===== config.mk =====
export PLATFORM = sky130hd
export DESIGN_NAME = mod_scheduler_flat
export DESIGN_NICKNAME = d
export VERILOG_FILES = /design/src/rtl/transceiver_pkg.sv /design/src/rtl/mod_scheduler_if.sv /design/src/rtl/sched_fifo.sv /design/src/rtl/mod_scheduler.sv /design/src/flat_wrapper.sv
export SDC_FILE = /design/constraint.sdc
export NUM_CORES = 1
export LEC_CHECK = 0
export CORE_ASPECT_RATIO = 1.75
export CORE_MARGIN = 5
export CORE_UTILIZATION = 40
export DETAILED_ROUTE_END_ITERATION = 12
export HOLD_SLACK_MARGIN = 0.1
export PLACE_DENSITY = 0.61
export SLEW_MARGIN = 20
export SYNTH_ARGS = -nofsm -noshare
export SYNTH_HDL_FRONTEND = slang
export SYNTH_SLANG_ARGS = --single-unit

===== constraint.sdc =====
create_clock -name clk -period 3.5 [get_ports clk]
set_input_delay 1.05 -clock clk [delete_from_list [all_inputs] [get_ports clk]]
set_output_delay 1.05 -clock clk [all_outputs]
set_load 0.01 [all_outputs]

===== src/rtl/transceiver_pkg.sv =====
// rtl/transceiver_pkg.sv - shared scheduler state encoding, widths and helpers
package transceiver_pkg;

  localparam int DEFAULT_DATA_WIDTH = 8;
  localparam int CNT_WIDTH          = 8;

  typedef enum logic [2:0] {
    ST_IDLE      = 3'd0,
    ST_LOAD      = 3'd1,
    ST_START     = 3'd2,
    ST_WAIT_DONE = 3'd3,
    ST_GUARD     = 3'd4
  } sched_state_e;

  function automatic logic [CNT_WIDTH-1:0] sat_inc(input logic [CNT_WIDTH-1:0] v);
    return (v == '1) ? v : v + 1'b1;
  endfunction

endpackage


===== src/rtl/mod_scheduler_if.sv =====
// rtl/mod_scheduler_if.sv - receiver-side and modulator-side handshake bundle
interface mod_scheduler_if
  import transceiver_pkg::*;
#(
  parameter int DATA_WIDTH = DEFAULT_DATA_WIDTH
);
  logic [DATA_WIDTH-1:0] rx_data;
  logic                  rx_valid;
  logic [DATA_WIDTH-1:0] enc_data;
  logic                  mod_start;
  logic                  mod_done;

  modport master (output rx_data, rx_valid, mod_done, input enc_data, mod_start);
  modport slave  (input rx_data, rx_valid, mod_done, output enc_data, mod_start);
endinterface


===== src/rtl/sched_fifo.sv =====
// rtl/sched_fifo.sv - pointer-plus-count synchronous FIFO for received bytes
module sched_fifo #(
  parameter int DATA_WIDTH = 8,
  parameter int FIFO_DEPTH = 4
) (
  input  logic                  clk,
  input  logic                  arstn,
  input  logic                  push,
  input  logic [DATA_WIDTH-1:0] wdata,
  input  logic                  pop,
  output logic [DATA_WIDTH-1:0] rdata,
  output logic                  full,
  output logic                  empty
);
  localparam int PW = $clog2(FIFO_DEPTH);
  localparam int CW = $clog2(FIFO_DEPTH + 1);
  localparam logic [CW-1:0] DEPTH_C = CW'(FIFO_DEPTH);

  logic [DATA_WIDTH-1:0] mem_q [FIFO_DEPTH];
  logic [PW-1:0]         wr_ptr_q, wr_ptr_d;
  logic [PW-1:0]         rd_ptr_q, rd_ptr_d;
  logic [CW-1:0]         count_q, count_d;

  assign full  = (count_q == DEPTH_C);
  assign empty = (count_q == '0);
  assign rdata = mem_q[rd_ptr_q];

  always_comb begin
    wr_ptr_d = wr_ptr_q;
    rd_ptr_d = rd_ptr_q;
    count_d  = count_q;
    if (push) wr_ptr_d = wr_ptr_q + 1'b1;
    if (pop)  rd_ptr_d = rd_ptr_q + 1'b1;
    case ({push, pop})
      2'b10:   count_d = count_q + 1'b1;
      2'b01:   count_d = count_q - 1'b1;
      default: count_d = count_q;
    endcase
  end

  // Storage needs no reset; the pointers and count define what is valid.
  always_ff @(posedge clk) begin
    if (push) mem_q[wr_ptr_q] <= wdata;
  end

  always_ff @(posedge clk or negedge arstn) begin
    if (!arstn) begin
      wr_ptr_q <= '0;
      rd_ptr_q <= '0;
      count_q  <= '0;
    end else begin
      wr_ptr_q <= wr_ptr_d;
      rd_ptr_q <= rd_ptr_d;
      count_q  <= count_d;
    end
  end
endmodule


===== src/rtl/mod_scheduler.sv =====
// rtl/mod_scheduler.sv - paces buffered UART bytes into modulator frames with timeout and guard gap
module mod_scheduler
  import transceiver_pkg::*;
#(
  parameter int DATA_WIDTH     = DEFAULT_DATA_WIDTH,
  parameter int FIFO_DEPTH     = 4,
  parameter int GUARD_CYCLES   = 16,
  parameter int TIMEOUT_CYCLES = 4096
) (
  input  logic                 clk,
  input  logic                 arstn,
  input  logic                 en,
  mod_scheduler_if.slave       bus,
  output logic                 busy,
  output logic                 fifo_full,
  output logic                 overflow,
  output logic                 timeout_err,
  output logic [CNT_WIDTH-1:0] drop_cnt,
  output logic [CNT_WIDTH-1:0] frame_cnt
);
  localparam int TW = $clog2(TIMEOUT_CYCLES + 1);
  localparam int GW = $clog2(GUARD_CYCLES + 1);
  localparam logic [TW-1:0] TMO_LAST   = TW'(TIMEOUT_CYCLES - 1);
  localparam logic [GW-1:0] GUARD_LAST = GW'(GUARD_CYCLES - 1);

  sched_state_e          state_q, state_d;
  logic [DATA_WIDTH-1:0] enc_data_q, enc_data_d;
  logic                  mod_start_q, mod_start_d;
  logic                  busy_q, busy_d;
  logic                  overflow_q, overflow_d;
  logic                  timeout_err_q, timeout_err_d;
  logic [CNT_WIDTH-1:0]  drop_cnt_q, drop_cnt_d;
  logic [CNT_WIDTH-1:0]  frame_cnt_q, frame_cnt_d;
  logic [TW-1:0]         tmo_cnt_q, tmo_cnt_d;
  logic [GW-1:0]         guard_cnt_q, guard_cnt_d;

  logic                  pop, push, drop;
  logic                  fifo_empty;
  logic [DATA_WIDTH-1:0] fifo_rdata;

  // A pop frees a slot on the same edge, so a full FIFO still accepts then.
  assign pop  = (state_q == ST_IDLE) && en && !fifo_empty;
  assign push = bus.rx_valid && (!fifo_full || pop);
  assign drop = bus.rx_valid && fifo_full && !pop;

  sched_fifo #(
    .DATA_WIDTH (DATA_WIDTH),
    .FIFO_DEPTH (FIFO_DEPTH)
  ) u_fifo (
    .clk   (clk),
    .arstn (arstn),
    .push  (push),
    .wdata (bus.rx_data),
    .pop   (pop),
    .rdata (fifo_rdata),
    .full  (fifo_full),
    .empty (fifo_empty)
  );

  always_comb begin
    state_d       = state_q;
    enc_data_d    = enc_data_q;
    overflow_d    = overflow_q;
    timeout_err_d = timeout_err_q;
    drop_cnt_d    = drop_cnt_q;
    frame_cnt_d   = frame_cnt_q;
    tmo_cnt_d     = tmo_cnt_q;
    guard_cnt_d   = guard_cnt_q;
    case (state_q)
      ST_IDLE: begin
        if (pop) begin
          state_d    = ST_LOAD;
          enc_data_d = fifo_rdata;
        end
      end
      ST_LOAD:  state_d = ST_START;
      ST_START: begin
        state_d   = ST_WAIT_DONE;
        tmo_cnt_d = '0;
      end
      ST_WAIT_DONE: begin
        // A done strobe on the timeout edge still counts as a completed frame.
        if (bus.mod_done) begin
          state_d     = ST_GUARD;
          frame_cnt_d = frame_cnt_q + 1'b1;
          guard_cnt_d = '0;
        end else if (tmo_cnt_q == TMO_LAST) begin
          state_d       = ST_GUARD;
          timeout_err_d = 1'b1;
          guard_cnt_d   = '0;
        end else begin
          tmo_cnt_d = tmo_cnt_q + 1'b1;
        end
      end
      ST_GUARD: begin
        if (guard_cnt_q == GUARD_LAST) state_d = ST_IDLE;
        else                           guard_cnt_d = guard_cnt_q + 1'b1;
      end
      default: state_d = ST_IDLE;
    endcase
    if (drop) begin
      overflow_d = 1'b1;
      drop_cnt_d = sat_inc(drop_cnt_q);
    end
    mod_start_d = (state_d == ST_START);
    busy_d      = (state_d != ST_IDLE);
  end

  always_ff @(posedge clk or negedge arstn) begin
    if (!arstn) begin
      state_q       <= ST_IDLE;
      enc_data_q    <= '0;
      mod_start_q   <= 1'b0;
      busy_q        <= 1'b0;
      overflow_q    <= 1'b0;
      timeout_err_q <= 1'b0;
      drop_cnt_q    <= '0;
      frame_cnt_q   <= '0;
      tmo_cnt_q     <= '0;
      guard_cnt_q   <= '0;
    end else begin
      state_q       <= state_d;
      enc_data_q    <= enc_data_d;
      mod_start_q   <= mod_start_d;
      busy_q        <= busy_d;
      overflow_q    <= overflow_d;
      timeout_err_q <= timeout_err_d;
      drop_cnt_q    <= drop_cnt_d;
      frame_cnt_q   <= frame_cnt_d;
      tmo_cnt_q     <= tmo_cnt_d;
      guard_cnt_q   <= guard_cnt_d;
    end
  end

  assign bus.enc_data  = enc_data_q;
  assign bus.mod_start = mod_start_q;
  assign busy          = busy_q;
  assign overflow      = overflow_q;
  assign timeout_err   = timeout_err_q;
  assign drop_cnt      = drop_cnt_q;
  assign frame_cnt     = frame_cnt_q;
endmodule


===== src/flat_wrapper.sv =====
// flat-port wrapper written by rule: the top's interface ports become plain ports
module mod_scheduler_flat import transceiver_pkg::*;
#(
  parameter int DATA_WIDTH     = DEFAULT_DATA_WIDTH,
  parameter int FIFO_DEPTH     = 4,
  parameter int GUARD_CYCLES   = 16,
  parameter int TIMEOUT_CYCLES = 4096
)
  (clk, arstn, en, busy, fifo_full, overflow, timeout_err, drop_cnt, frame_cnt, bus_rx_data, bus_rx_valid, bus_mod_done, bus_enc_data, bus_mod_start);
  mod_scheduler_if #(.DATA_WIDTH(DATA_WIDTH)) bus_i ();
  input  logic clk;
  input  logic arstn;
  input  logic en;
  output logic busy;
  output logic fifo_full;
  output logic overflow;
  output logic timeout_err;
  output logic [CNT_WIDTH-1:0] drop_cnt;
  output logic [CNT_WIDTH-1:0] frame_cnt;
  input wire logic [$bits(bus_i.rx_data)-1:0] bus_rx_data;
  input wire logic [$bits(bus_i.rx_valid)-1:0] bus_rx_valid;
  input wire logic [$bits(bus_i.mod_done)-1:0] bus_mod_done;
  output wire logic [$bits(bus_i.enc_data)-1:0] bus_enc_data;
  output wire logic [$bits(bus_i.mod_start)-1:0] bus_mod_start;
  assign bus_i.rx_data = bus_rx_data;
  assign bus_i.rx_valid = bus_rx_valid;
  assign bus_i.mod_done = bus_mod_done;
  assign bus_enc_data = bus_i.enc_data;
  assign bus_mod_start = bus_i.mod_start;
  mod_scheduler #(.DATA_WIDTH(DATA_WIDTH), .FIFO_DEPTH(FIFO_DEPTH), .GUARD_CYCLES(GUARD_CYCLES), .TIMEOUT_CYCLES(TIMEOUT_CYCLES)) u_core (.clk(clk), .arstn(arstn), .en(en), .bus(bus_i), .busy(busy), .fifo_full(fifo_full), .overflow(overflow), .timeout_err(timeout_err), .drop_cnt(drop_cnt), .frame_cnt(frame_cnt));
endmodule

==> metrics.csv <==
stage;metric;value;unit
worst_hold_path;hold_path_class;reg2reg;
timing;finalSetupViolations;0;
yosys;syn-num-nets;315;
cts;clkTransAtPathRegs;0.06;ns
power_and_ir_drop;p_leak;0.00191;µW
worst_setup_path;critPathBufInv;1;
worst_setup_path;reg2regPathDepth;5;
detailed_routing;dr.pass1.iters;4;
floorplan;initial_core_util;41.0;%
worst_setup_path;r2r-end;u_core.u_fifo.count_q[1];
worst_setup_path;cp_slowest_cell;fa_1;
power_and_ir_drop;power;3770;µW
worst_setup_path;path_class;in2reg;
outcome;status;complete, no violations;
yosys;simple_gate_area_share;14.3;%
worst_hold_path;holdPathEnd;u_core.frame_cnt[7];
cells_and_area;most-common-layout-cells;dfrtp_1 (56), clkdlybuf4s50_1 (40), edfxtp_1 (32);
detailed_routing;ant_nets;0;
placed_design;gp_congestion;0.782;
cells_and_area;lay_top_count;dfrtp_1;
yosys;synthCells;292;
power_and_ir_drop;irDropWorstVdd;0.395;mV
placed_design;dpl.hpwl;5470;µm
timing;clock.fmax;327;MHz
yosys;yosys_area;0.00391;mm²
grt;grt_max_degree;39;
yosys;ys_async_sr_fraction;63.6;%
grt;grt_pass1_vias;2489;
grt;grt_pass1_wl;12500;µm
yosys;flop_cell;dfrtp_1;
worst_setup_path;cp_max_fo;2;
floorplan;die_width;84.7;µm
yosys;edf_count;32;
cells_and_area;diodes;0;
worst_setup_path;cp.arrival;3.30;ns
cells_and_area;nets;365;
timing;setup_tns;0;ns
yosys;yosysCellCount;292;
-- worst max path at each step --
stage / slack (ns) / depth (start not counted) / endpoint / startpoint
2_1_floorplan: 0.54 / 6 / u_core.u_fifo.count_q[1] / en
5_1_grt: 0.31 / 6 / u_core.u_fifo.count_q[1] / en
3_5_place_dp: 0.11 / 6 / u_core.u_fifo.count_q[1] / en
6_report: 0.44 / 6 / u_core.u_fifo.count_q[1] / en
4_1_cts: 0.45 / 6 / u_core.u_fifo.count_q[1] / en
3_3_place_gp: 0.12 / 6 / u_core.u_fifo.count_q[1] / en
-- layout make-up --
| cell class | instances | area (µm²) |
|---|---|---|
| timing repair buffer | 48 | 458 |
| multi-input combinational | 186 | 1460 |
| fill | 842 | 4720 |
| sequential | 88 | 2360 |
| inverter | 9 | 33.8 |
| tap | 122 | 153 |
| clock inverter | 6 | 106 |
| clock buffer | 10 | 239 |
-- power by group --
part / internal, µW / switching (µW) / total, µW
logic: 606 / 472 / 1080
clock network: 713 / 372 / 1080
registers: 1350 / 252 / 1610
-- metal layers --
| layer | up-vias | global-route usage, % | routed length (µm) |
|---|---|---|---|
| met2 | 28 | 24.0 | 4050 |
| met4 | 0 | 5.00 | 112 |
| met5 | - | 0 | 0 |
| met1 | 1208 | 15.1 | 2870 |
| li1 | 1176 | - | - |
| met3 | 7 | 2.74 | 212 |
-- state kept, by name (all words and copies together), names as in the netlist --
signal,count
u_core.u_fifo.count_q,3
u_core.frame_cnt,8
u_core.u_fifo.mem_q,32
u_core.drop_cnt,8
u_core.timeout_err,1
u_core.u_fifo.wr_ptr_q,2
u_core.bus.mod_start,1
u_core.state_q,3
u_core.tmo_cnt_q,13
u_core.busy,1
u_core.overflow,1
u_core.bus.enc_data,8
u_core.guard_cnt_q,5
u_core.u_fifo.rd_ptr_q,2
**Sizing map**

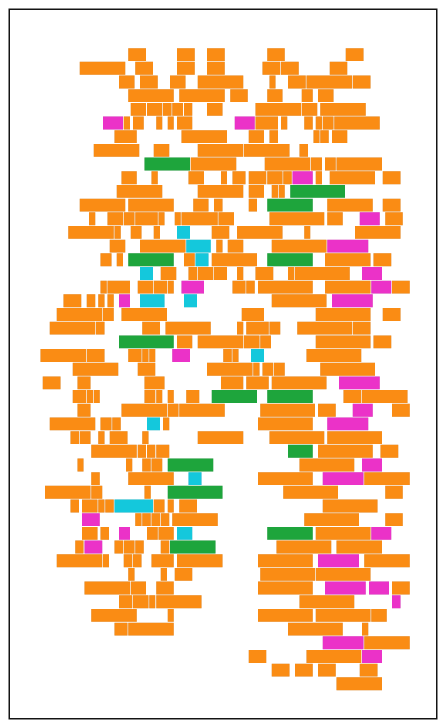
Key: magenta = drive 2 [cells 26, share 7.5%]; green = drive 6 and up [cells 13, share 3.7%]; orange = drive 1 or less [cells 297, share 86%]; cyan = drive 3 to 4 [cells 11, share 3.2%]

**The metal 2 layer**

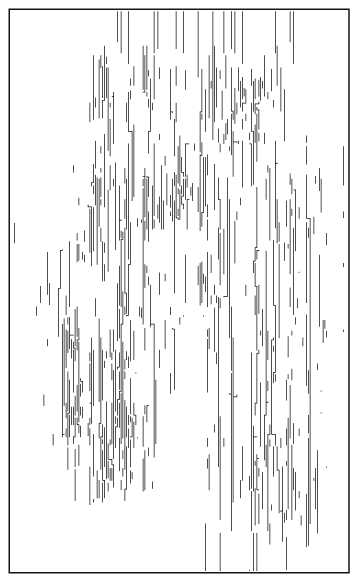
314 nets have wire on it. The layer holds 56% of the routed length.
total wire length: 7240 µm
grt met2 use: 24.0%
Vias: 2419

**Logic cells by family**

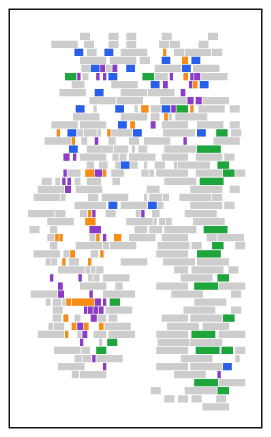
Key: blue = XOR/XNOR gates [cells 23]; purple = NAND gates [cells 46]; green = multiplexers [cells 22]; orange = NOR gates [cells 30]

**Cells colored by class**

Bar = 20 µm. Fill, decap, tap and diode cells in gray.
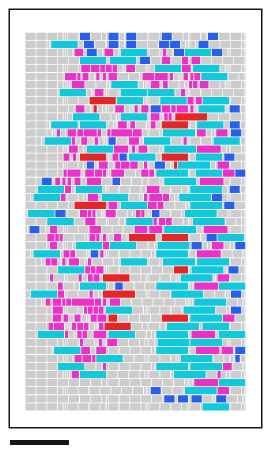
Key: red = clock drivers and dummy loads [cells 16]; magenta = all other logic [cells 195]; blue = other buffers and delay cells [cells 48]; cyan = flip-flops [cells 88]
final core occ: 50.5%
Seq/total area: 49.1%
Design Area, Final: 0.00481 mm²

**The clock network**

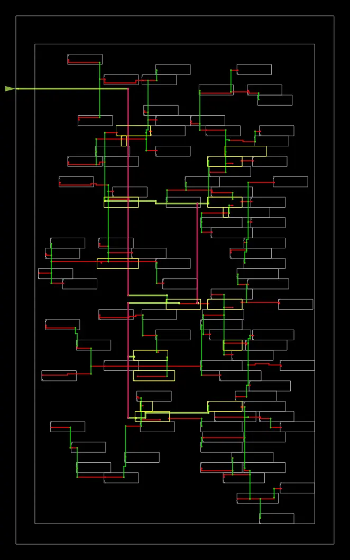
Insertion Delay late pin: 0.33 ns
clock network power: 1080 µW
Num CTS Buffers: 9

No activity file was given, so power comes from the tool's default toggle rates.
